Figure 1. Port wiring (run 1).
Drawn at 2 px/um.
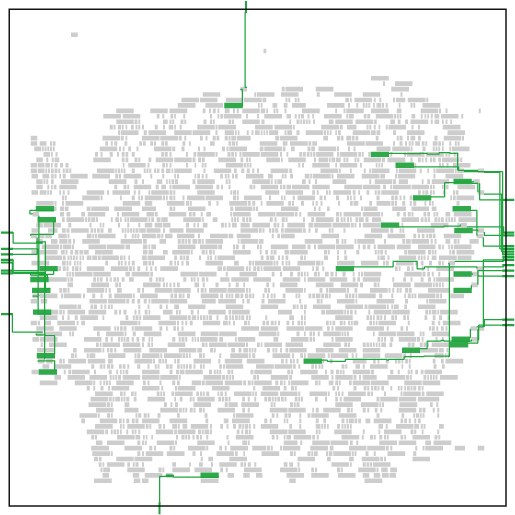
Figure 2. Where the registers sit (run 1).
Drawn at 2 px/um. Other sequential cells in the stronger grey, the rest of the logic in the fainter grey.
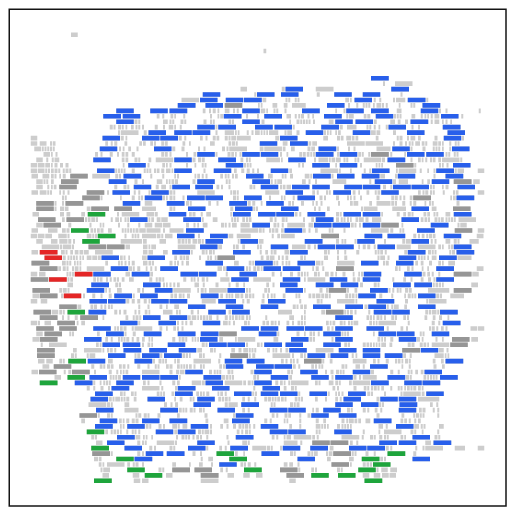
Figure 3. Wiring by layer (run 1).
Drawn at 1.5 px/um. Two of the layers only.
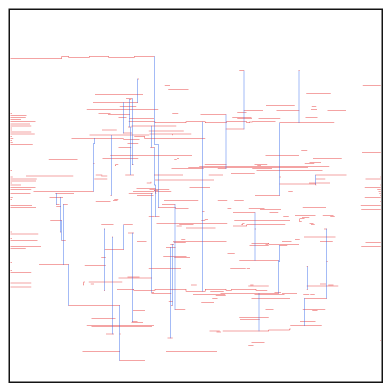
Figure 4. Cell placement (run 1).
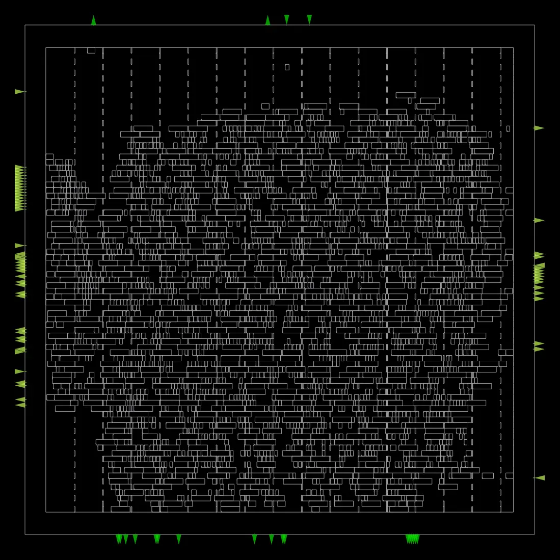
==> config.mk <==
export PLATFORM = sky130hd
export DESIGN_NAME = cxd_serial_ctrl
export DESIGN_NICKNAME = d
export VERILOG_FILES = /design/src/rtl/cxd_serial_ctrl_pkg.sv /design/src/rtl/cxd_serial_ctrl_edge_sync.sv /design/src/rtl/cxd_serial_ctrl.sv
export SDC_FILE = /design/constraint.sdc
export NUM_CORES = 1
export LEC_CHECK = 0
export ABC_AREA = 1
export CORE_MARGIN = 10
export CORE_UTILIZATION = 40
export CTS_CLUSTER_DIAMETER = 50
export DETAILED_ROUTE_END_ITERATION = 10
export SLEW_MARGIN = 15
export SYNTH_ARGS = -nofsm -noshare
export SYNTH_HDL_FRONTEND = slang
export SYNTH_HIERARCHICAL = 1
export SYNTH_SLANG_ARGS = --single-unit
==> constraint.sdc <==
create_clock -name sclk -period 2.7 [get_ports sclk]
set_clock_uncertainty 0.1 [all_clocks]
set_input_delay 0.54 -clock sclk [delete_from_list [all_inputs] [get_ports sclk]]
set_output_delay 0.54 -clock sclk [all_outputs]
set_load 0.05 [all_outputs]
==> src/rtl/cxd_serial_ctrl_pkg.sv <==
// cxd_pkg: shared constants and width helpers for the CXD serial command port.
package cxd_pkg;

    localparam int unsigned CXD_BYTE_BITS = 8;
    localparam int unsigned CXD_CMD_BITS  = 24;
    localparam int unsigned CXD_ADDR_BITS = 4;

    // Width of cmd_len: enough to hold CMD_BITS/8 byte counts.
    function automatic int unsigned cxd_len_width(input int unsigned cmd_bits);
        return $clog2(cmd_bits / CXD_BYTE_BITS) + 1;
    endfunction

    // Width of the bit counter: must reach the CMD_BITS+1 overflow marker.
    function automatic int unsigned cxd_cnt_width(input int unsigned cmd_bits);
        return $clog2(cmd_bits + 2);
    endfunction

endpackage

==> src/rtl/cxd_serial_ctrl_edge_sync.sv <==
// cxd_edge_sync: samples one asynchronous serial input into the sclk domain
// and flags rising/falling edges against the previous sample.
// Define CXD_SERIAL_SYNC_EN to add a 2-flop synchronizer ahead of the sample flop.
module cxd_edge_sync (
    input  logic sclk,
    input  logic rst_n,
    input  logic din,
    output logic lvl,
    output logic rise,
    output logic fall
);

`ifdef CXD_SERIAL_SYNC_EN
    localparam int unsigned STAGES = 3;
`else
    localparam int unsigned STAGES = 1;
`endif

    logic [STAGES-1:0] pipe;
    logic [STAGES-1:0] pipe_vld;
    logic              prev;
    logic              prev_vld;

    // Sample chain plus a valid chain so the first post-reset sample never forms an edge.
    always_ff @(posedge sclk or negedge rst_n) begin
        if (!rst_n) begin
            pipe     <= '0;
            pipe_vld <= '0;
            prev     <= 1'b0;
            prev_vld <= 1'b0;
        end else begin
            pipe[0]     <= din;
            pipe_vld[0] <= 1'b1;
            for (int unsigned i = 1; i < STAGES; i++) begin
                pipe[i]     <= pipe[i-1];
                pipe_vld[i] <= pipe_vld[i-1];
            end
            prev     <= pipe[STAGES-1];
            prev_vld <= pipe_vld[STAGES-1];
        end
    end

    // Edge flags compare the current sample with the previous one.
    always_comb begin
        lvl  = pipe[STAGES-1];
        rise = prev_vld &  pipe[STAGES-1] & ~prev;
        fall = prev_vld & ~pipe[STAGES-1] &  prev;
    end

endmodule

==> src/rtl/cxd_serial_ctrl.sv <==
// cxd_serial_ctrl: LSB-first serial command receiver with xlat framing,
// status-bit selector and a small command register file.
// Optional build macro: CXD_SERIAL_SYNC_EN (2-flop input synchronizers).
module cxd_serial_ctrl
    import cxd_pkg::*;
#(
    parameter int unsigned CMD_BITS  = CXD_CMD_BITS,
    parameter int unsigned ADDR_BITS = CXD_ADDR_BITS
) (
    input  logic                                 sclk,
    input  logic                                 rst_n,
    input  logic                                 clk,
    input  logic                                 data,
    input  logic                                 xlat,
    input  logic [2**ADDR_BITS-1:0]              sens_data,
    input  logic [ADDR_BITS-1:0]                 rd_addr,
    output logic                                 sens,
    output logic                                 cmd_valid,
    output logic                                 cmd_err,
    output logic [CMD_BITS-1:0]                  cmd_word,
    output logic [cxd_len_width(CMD_BITS)-1:0]   cmd_len,
    output logic [CMD_BITS-1:0]                  rd_data
);

    localparam int unsigned DEPTH = 2**ADDR_BITS;
    localparam int unsigned CNT_W = cxd_cnt_width(CMD_BITS);
    localparam int unsigned LEN_W = cxd_len_width(CMD_BITS);

    logic clk_lvl, clk_rise, clk_fall;
    logic data_lvl, data_rise, data_fall;
    logic xlat_lvl, xlat_rise, xlat_fall;
    logic unused_edges;

    logic [CMD_BITS-1:0]  shift_reg;
    logic [CNT_W-1:0]     bit_cnt;
    logic [ADDR_BITS-1:0] sens_sel;
    logic [CMD_BITS-1:0]  regs [DEPTH];

    logic [CMD_BITS-1:0]  shift_next;
    logic [CNT_W-1:0]     cnt_next;
    logic                 byte_done;
    logic                 frame_ok;

    cxd_edge_sync u_clk_sync (
        .sclk  (sclk),
        .rst_n (rst_n),
        .din   (clk),
        .lvl   (clk_lvl),
        .rise  (clk_rise),
        .fall  (clk_fall)
    );

    cxd_edge_sync u_data_sync (
        .sclk  (sclk),
        .rst_n (rst_n),
        .din   (data),
        .lvl   (data_lvl),
        .rise  (data_rise),
        .fall  (data_fall)
    );

    cxd_edge_sync u_xlat_sync (
        .sclk  (sclk),
        .rst_n (rst_n),
        .din   (xlat),
        .lvl   (xlat_lvl),
        .rise  (xlat_rise),
        .fall  (xlat_fall)
    );

    assign unused_edges = &{1'b0, clk_lvl, clk_fall, data_rise, data_fall, xlat_lvl, xlat_rise};

    // Next shift/count values and frame-length classification.
    always_comb begin
        shift_next = {data_lvl, shift_reg[CMD_BITS-1:1]};
        cnt_next   = (bit_cnt == CNT_W'(CMD_BITS + 1)) ? bit_cnt : bit_cnt + CNT_W'(1);
        byte_done  = ((cnt_next % CNT_W'(CXD_BYTE_BITS)) == '0) &&
                     (cnt_next <= CNT_W'(CMD_BITS));
        frame_ok   = (bit_cnt != '0) &&
                     ((bit_cnt % CNT_W'(CXD_BYTE_BITS)) == '0) &&
                     (bit_cnt <= CNT_W'(CMD_BITS));
    end

    // Frame assembly, decode, register file and registered outputs.
    // xlat fall takes priority over a coincident clk rise, dropping that bit.
    always_ff @(posedge sclk or negedge rst_n) begin
        if (!rst_n) begin
            shift_reg <= '0;
            bit_cnt   <= '0;
            sens_sel  <= '0;
            sens      <= 1'b0;
            cmd_valid <= 1'b0;
            cmd_err   <= 1'b0;
            cmd_word  <= '0;
            cmd_len   <= '0;
            rd_data   <= '0;
            for (int unsigned i = 0; i < DEPTH; i++) begin
                regs[i] <= '0;
            end
        end else begin
            cmd_valid <= 1'b0;
            cmd_err   <= 1'b0;
            sens      <= sens_data[sens_sel];
            rd_data   <= regs[rd_addr];
            if (xlat_fall) begin
                if (frame_ok) begin
                    cmd_valid <= 1'b1;
                    cmd_word  <= shift_reg;
                    cmd_len   <= LEN_W'(bit_cnt / CNT_W'(CXD_BYTE_BITS));
                    regs[shift_reg[CMD_BITS-1 -: ADDR_BITS]] <= shift_reg;
                end else begin
                    cmd_err <= 1'b1;
                end
                shift_reg <= '0;
                bit_cnt   <= '0;
            end else if (clk_rise) begin
                shift_reg <= shift_next;
                bit_cnt   <= cnt_next;
                if (byte_done) begin
                    sens_sel <= shift_next[CMD_BITS-1 -: ADDR_BITS];
                end
            end
        end
    end

endmodule

==> impl_metrics.py, run 1 <==
# Synthesis and PnR figures
metrics = {
    "setup_path": {
        "cp-endpoint": "rd_data[11]",
        "cp.depth": 1,
        "startpoint": "rd_data[11]",
        "rrSetupSlack_ps": 410,
        "cp_slowest_cell": "clkdlybuf4s50_1",
        "cp_cell_sequence": "clkdlybuf4s50_1",
        "critical_path.max_stage_delay_ps": 850,
        "setup.worst_path.start_class": "flip-flop",
        "r2r_end": "regs[221]",
        "worstSetupPathType": "reg -> out",
        "crit_fanout": 1,
        "arrival_ps": 1900,
        "r2r_start": "bit_cnt[0]",
        "critPathRequiredTime_ps": 2060,
        "end_kind": "output pin",
        "r2r_cells": 10,
        "critPathTopFamily": "buffers and inverters",
        "crit_buf_inv": 1,
    },
    "clock_network": {
        "htree_levels": 2,
        "clock-root-buffer": "clkbuf_16",
        "cts.clk_slew.worst_paths_ps": 60,
        "insertion_delay_ps": 600,
        "cts_tree": "built",
        "cts_sinks": 479,
        "clock_path_buffers": 3,
        "post_cts_resized": 0,
        "postCtsSetupBuffers": 0,
        "cts_buffers": 53,
        "postCtsHoldBufs": 1,
    },
    "placement": {
        "port_buffers": 77,
        "post-place-ws_ps": 428,
        "hpwlAfterDp_mm": 34.8,
        "placed_cell_area_mm2": 0.0223,
        "gp_congestion": 0.806,
        "dpl.cell_count": 3066,
    },
    "detailed_routing": {
        "drt-initial-drc-count": 1564,
        "ant_nets": 0,
        "first_pass_iters": 6,
        "drc_errors": 0,
        "wl_met3_mm": 3.57,
        "vias_per_cell": 5.22,
        "wl_met2_mm": 26.0,
        "top_layer": "met4",
        "drt-met1-wl_mm": 27.5,
    },
    "final_timing": {
        "setup_tns_ps": 0,
        "tightestPinTransition_ps": 785,
        "min_period_ps": 2540,
        "drv_slew": 0,
        "fmax_ghz": 0.394,
        "period_used_share": 0.939,
        "slew-limit-headroom": 0.477,
        "rsz0062_at_grt": "no",
        "setup_ws_ps": 164,
        "fin_hold_ws_ps": 251,
        "setup_violations": 0,
        "finalHoldViolations": 0,
    },
    "power": {
        "pwr_density_cell_mw_per_mm2": 657,
        "power_mw": 15.8,
        "power.leakage_nw": 11.3,
        "ir_drop_mv": 0.562,
    },
    "final_layout": {
        "clkbuf_count": 81,
        "inv_count": 170,
        "n_all_buffers": 138,
        "regMostFlops": "regs",
        "stdcell_area_mm2": 0.0241,
        "largest_reg_flops": 384,
        "antenna_cells": 0,
        "final-comb-area_mm2": 0.00729,
        "seq_cell_count": 479,
        "area_growth_syn_to_layout_pct": 16.0,
        "combAreaFraction": 0.303,
        "layout.nonclk_buf_frac": 0.0631,
        "fin_nets": 2470,
        "clk_share": 0.0732,
        "comb_cells": 1600,
        "largest_class": "flip-flops and latches",
        "drive_gt1_frac": 0.0718,
    },
    "grt": {
        "met2_usage": 0.302,
        "antenna_found_initial": 0,
        "gr-total-overflow": 0,
        "grt_pass1_vias": 16500,
        "grt_pass1_wl_mm": 94.8,
        "gr-max-usage-layer": "met2",
        "met1_usage": 0.276,
        "grt_max_degree": 122,
        "use_met3": 0.0362,
    },
    "floorplanning": {
        "die_h_um": 248,
        "initCoreUtil": 0.404,
        "tap_cells": 680,
        "pin_count": 79,
        "die_x_um": 248,
        "chip_area_mm2": 0.0613,
        "core_region_area_mm2": 0.0513,
    },
    "hold_path": {
        "whs_endpoint": "u_clk_sync/prev_vld",
        "hold_path_class": "reg -> reg",
        "hold_start": "u_clk_sync/pipe_vld",
        "hold_path_depth": 0,
    },
    "logic_synthesis": {
        "fp_nets": 2452,
        "synth_cells": 2424,
        "netlist_area_mm2": 0.0207,
        "yosysWarnings": 6,
        "syn_area_per_cell_um2": 8.55,
    },
    "run": {
        "maxCapViolCount": 0,
        "log.warning_count": 32,
    },
    "outcome": {
        "status": "finished, final reports clean",
    },
}
## Picture notes: Figure 1
green -> `rd_data`  # bits 24, direction output, end cells 24, buffers 24, wire 1250 um

## Picture notes: Figure 2
red -> `bit_cnt`  # sequential cells 5, where left middle
blue -> `regs`  # sequential cells 384
green -> `cmd_word`  # sequential cells 24
not coloured = 66
Layout Utilization: 0.469
P_seq: 7.32 mW
sequential portion of the cell area: 0.498
storage element area: 0.0120 mm2

## Picture notes: Figure 3
red -> metal 3  # wire length 3570 um
blue -> metal 4  # wire length 1380 um
Total Routed Length: 58.4 mm
total number of vias: 16500
Routed WL per cell: 18.5 um
GRT Util Overall: 0.195

## Picture notes: Figure 4
Finished Layout Cells: 3160
num rows: 83
fillers: 4919

run 1: report_power, final:
part / total, mW / switching [mW] / internal, mW / leakage, nW
Sequential: 7.32 / 0.0591 / 7.26 / 6.63
Clock: 7.32 / 2.94 / 4.38 / 0.872
Combinational: 1.18 / 0.821 / 0.354 / 3.81
run 1: placed cells by master, fill, tap and decap left out, types with 15 or more instances in the layout:
cell	n
a21oi_1	16
buf_12	23
buf_4	37
clkbuf_16	55
clkbuf_8	15
clkdlybuf4s50_1	73
dfrtp_1	479
inv_1	165
nand2_1	680
nand3_1	163
nor2_1	175
o211ai_1	70
o21ai_0	394
o21ai_1	34
o22ai_1	27
Figure 5. Wire density map (run 1).
Drawn at 1.5 px/um. 25 x 25 tiles, from dark blue (low) to red (high), scaled to the fullest tile. Values are wire area over tile area, all layers added.
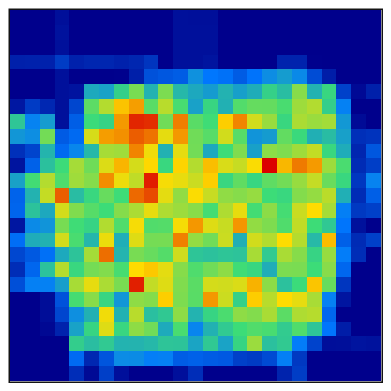

## Run 2: what changed since run 1
- CAP_MARGIN: not set -> 20
- CORE_MARGIN: 10 -> not set
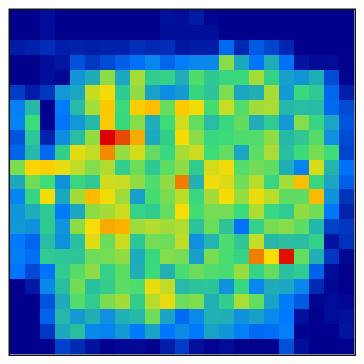
Figure 6: run 2, wire density map.
Drawn at 1.5 px/um. 23 x 23 tiles, from dark blue (low) to red (high), scaled to the fullest tile. Values are wire area over tile area, all layers added.
nearly empty tiles = 15%
densest ninth of the die = middle
emptiest ninth of the die = top left

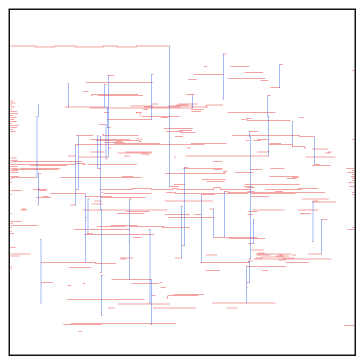
Figure 7: run 2, wiring by layer.
Drawn at 1.5 px/um. Two of the layers only.
red -> metal 3  # wire length 3680 um
blue -> metal 4  # wire length 1280 um

==> run 2 against run 1 <==
Net effect: non-clock buffer count decreased by 6; synthesized cell count is the same; die size fell by 14%; global-route usage increased by 3.1 points; clock power increased by 6.4%; sequential share of layout area unchanged; area after synthesis stayed put; critical endpoint is now rd_data[9]; largest power group is now the clock network.
==> impl_metrics.py, run 2 <==
# Synthesis and PnR figures
metrics = {
    "final_timing": {
        "finalHoldViolations": 0,
        "setup_tns_ps": 0,
        "period_used_share": 0.951,
        "tightestPinTransition_ps": 830,
        "slew-limit-headroom": 0.447,
        "setup_ws_ps": 132,
        "rsz0062_at_grt": "no",
        "fmax_ghz": 0.389,
        "min_period_ps": 2570,
    },
    "floorplanning": {
        "pin_count": 79,
        "placementRows": 83,
        "initCoreUtil": 0.404,
        "chip_area_mm2": 0.0527,
        "die_x_um": 230,
        "die_h_um": 230,
    },
    "detailed_routing": {
        "avgRoutedWirePerCell_um": 18.5,
        "drt-initial-drc-count": 1460,
        "ant_nets": 0,
        "vias": 16500,
        "drc_errors": 0,
    },
    "setup_path": {
        "critPathRequiredTime_ps": 2060,
        "worstSetupPathType": "reg -> out",
        "cp_cell_sequence": "clkdlybuf4s50_1",
        "critPathTopFamily": "buffers and inverters",
        "setup.worst_path.start_class": "flip-flop",
        "r2r_start": "bit_cnt[0]",
        "r2r_cells": 11,
        "critical_path.max_stage_delay_ps": 870,
        "crit_fanout": 1,
    },
    "grt": {
        "use_met3": 0.0369,
        "antenna_found_initial": 0,
        "grt_use_total": 0.226,
        "met1_usage": 0.323,
        "gr-max-usage-layer": "met2",
        "met2_usage": 0.352,
        "grt_pass1_vias": 16100,
        "grt_max_degree": 107,
    },
    "clock_network": {
        "postCtsSetupBuffers": 0,
        "post_cts_resized": 0,
        "cts_sinks": 479,
        "cts_buffers": 52,
        "cts_tree": "built",
    },
    "logic_synthesis": {
        "synth_cells": 2424,
        "fp_nets": 2452,
        "syn_area_per_cell_um2": 8.55,
    },
    "final_layout": {
        "regArea_mm2": 0.0120,
        "mostFrequentLayoutCells": "680 x nand2_1, 479 x dfrtp_1, 394 x o21ai_0",
        "drive_gt1_frac": 0.0727,
        "num-fill-cells": 4942,
        "fin_nets": 2463,
        "layout.cells.most_common": "nand2_1",
        "final-comb-area_mm2": 0.00729,
        "stdcell_area_mm2": 0.0241,
        "final_core_utilization": 0.469,
        "area_growth_syn_to_layout_pct": 16.0,
    },
    "power": {
        "power.leakage_nw": 11.3,
    },
    "hold_path": {
        "hold_path_depth": 0,
        "whs_endpoint": "u_clk_sync/prev_vld",
    },
    "run": {
        "maxCapViolCount": 0,
        "log.warning_count": 30,
    },
    "outcome": {
        "status": "finished, final reports clean",
    },
    "placement": {
        "placed_cell_area_mm2": 0.0221,
        "gp_congestion": 0.811,
    },
}
run 2: cell type report:
class,count,share of cell area
clock inverter,16,0.0116
timing repair buffer,132,0.0565
inverter,170,0.0267
sequential,479,0.498
clock buffer,80,0.0682
multi-input combinational,1600,0.303
tap,680,0.0354
run 2: worst max path at each step:
stage                    start    endpoint  slack, ps  cells past startpoint
floorplan           bit_cnt[0]    regs[10]        940                     11
global placement    bit_cnt[0]    regs[28]        410                     11
detailed placement  bit_cnt[1]    regs[30]        390                     11
CTS                 rd_data[9]  rd_data[9]        110                      1
global route        rd_data[9]  rd_data[9]        100                      1
finish              rd_data[9]  rd_data[9]        130                      1
run 2: power breakdown:
group	internal (mW)	leakage, nW	switching [mW]
logic	0.331	3.74	0.814
clock network	4.84	0.946	2.95
registers	7.26	6.63	0.0596
Figure 8. Where the registers sit (run 2).
Drawn at 2 px/um. Other sequential cells in the stronger grey, the rest of the logic in the fainter grey.
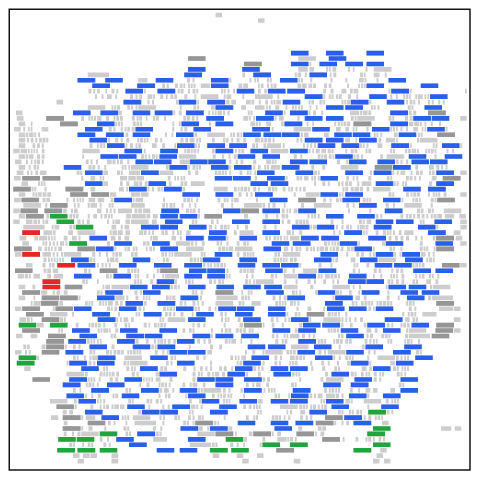

## Run 3: what changed since run 2
- SETUP_SLACK_MARGIN: not set -> 0.3
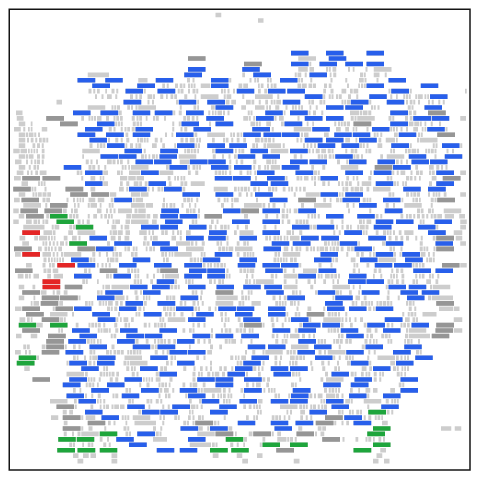
Figure 9: run 3, where the registers sit.
Drawn at 2 px/um. Other sequential cells in the stronger grey, the rest of the logic in the fainter grey.
green -> `cmd_word`  # sequential cells 24
red -> `bit_cnt`  # sequential cells 5, where left middle
blue -> `regs`  # sequential cells 384, where all over the die
not coloured = 66
Layout Utilization: 0.468
P_seq: 7.31 mW
sequential portion of the cell area: 0.499

==> run 3 against run 2 <==
Net effect: utilization fell by 0.078 points; register-to-register slack improved by 70 ps; non-clock buffer count did not move; worst hold slack barely moved; total power shrank 0.14%; fmax is 9.1% higher; critical endpoint is now rd_data[11]; sequential share of layout area grew 0.083 points; area after synthesis unchanged; wire length increased by 0.20%; setup slack improved by 210 ps.
==> impl_metrics.py, run 3 <==
# Synthesis and PnR figures
metrics = {
    "final_layout": {
        "n_all_buffers": 132,
        "clk_share": 0.0799,
        "num-fill-cells": 4955,
        "final-comb-area_mm2": 0.00730,
        "inv_count": 170,
        "mostFrequentLayoutCells": "680 x nand2_1, 479 x dfrtp_1, 394 x o21ai_0",
        "fin_nets": 2463,
        "largest_reg_flops": 384,
        "comb_cells": 1600,
        "antenna_cells": 0,
        "layout.nonclk_buf_frac": 0.0546,
        "drive_gt1_frac": 0.0727,
        "regMostFlops": "regs",
        "combAreaFraction": 0.304,
        "largest_class": "flip-flops and latches",
    },
    "clock_network": {
        "postCtsHoldBufs": 1,
        "cts_sinks": 479,
        "cts_buffers": 52,
        "cts.clk_slew.worst_paths_ps": 60,
        "insertion_delay_ps": 610,
        "clock-root-buffer": "clkbuf_16",
        "clock_path_buffers": 3,
        "htree_levels": 2,
        "post_cts_resized": 46,
        "cts_tree": "built",
    },
    "floorplanning": {
        "pin_count": 79,
        "tap_cells": 680,
        "core_region_area_mm2": 0.0513,
        "chip_area_mm2": 0.0527,
        "initCoreUtil": 0.404,
        "die_x_um": 230,
        "die_h_um": 230,
    },
    "setup_path": {
        "setup.worst_path.start_class": "flip-flop",
        "r2r_end": "regs[357]",
        "end_kind": "output pin",
        "critical_path.max_stage_delay_ps": 790,
        "r2r_cells": 11,
        "worstSetupPathType": "reg -> out",
        "r2r_start": "bit_cnt[0]",
        "startpoint": "rd_data[11]",
        "cp_slowest_cell": "clkdlybuf4s50_1",
        "critPathRequiredTime_ps": 2060,
        "cp-endpoint": "rd_data[11]",
        "crit_buf_inv": 1,
        "rrSetupSlack_ps": 400,
        "crit_fanout": 1,
    },
    "logic_synthesis": {
        "fp_nets": 2452,
        "synth_cells": 2424,
        "netlist_area_mm2": 0.0207,
        "yosysWarnings": 6,
    },
    "detailed_routing": {
        "drt-initial-drc-count": 1481,
        "avgRoutedWirePerCell_um": 18.5,
        "drc_errors": 0,
        "vias_per_cell": 5.26,
        "drt-met1-wl_mm": 27.2,
        "wl_met3_mm": 3.56,
        "first_pass_iters": 5,
    },
    "grt": {
        "grt_pass1_wl_mm": 93.3,
        "grt_pass1_vias": 16100,
        "gr-total-overflow": 0,
        "grt_max_degree": 107,
    },
    "final_timing": {
        "drv_slew": 0,
        "min_period_ps": 2350,
        "fmax_ghz": 0.425,
        "setup_ws_ps": 346,
        "tightestPinTransition_ps": 868,
        "period_used_share": 0.872,
        "finalHoldViolations": 0,
        "setup_tns_ps": 0,
    },
    "placement": {
        "gp_congestion": 0.811,
        "hpwlAfterDp_mm": 33.5,
        "port_buffers": 77,
    },
    "hold_path": {
        "hold_path_class": "reg -> reg",
        "hold_path_depth": 0,
        "hold_start": "u_clk_sync/pipe_vld",
    },
    "outcome": {
        "status": "finished, final reports clean",
    },
    "power": {
        "power.leakage_nw": 11.6,
    },
}
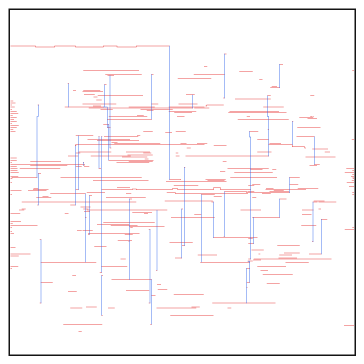
Figure 10: run 3, wiring by layer.
Drawn at 1.5 px/um. Two of the layers only.
red -> metal 3  # wire length 3560 um
blue -> metal 4  # wire length 1340 um
GRT Util Overall: 0.226
Total Routed Length: 58.4 mm
total number of vias: 16600

==> run 3: per-stage QoR <==
stage	hold WS, ps	area (um2)	utilization	total power [mW]	instances
floorplan	144	20700	-	8.07	2424
global placement	233	22100	0.431	8.59	3060
detailed placement	236	22100	0.431	8.60	3060
CTS	240	24000	0.468	16.4	3157
global route	262	24000	0.468	16.8	3157
finish	248	24000	0.468	16.2	3157
==> run 3: layer usage <==
metal  track usage  vias up
met2         0.353      547
met3        0.0369       96
met1         0.323     8106
met5             0        -
li1              -     7858
met4        0.0690        0
==> run 3: power breakdown <==
| part | leakage (nW) | internal [mW] | switching (mW) |
|---|---|---|---|
| logic | 3.99 | 0.307 | 0.816 |
| registers | 6.63 | 7.26 | 0.0577 |
| clock network | 0.946 | 4.84 | 2.95 |
Power figures rest on the tool's default switching activity, not on a simulated workload.
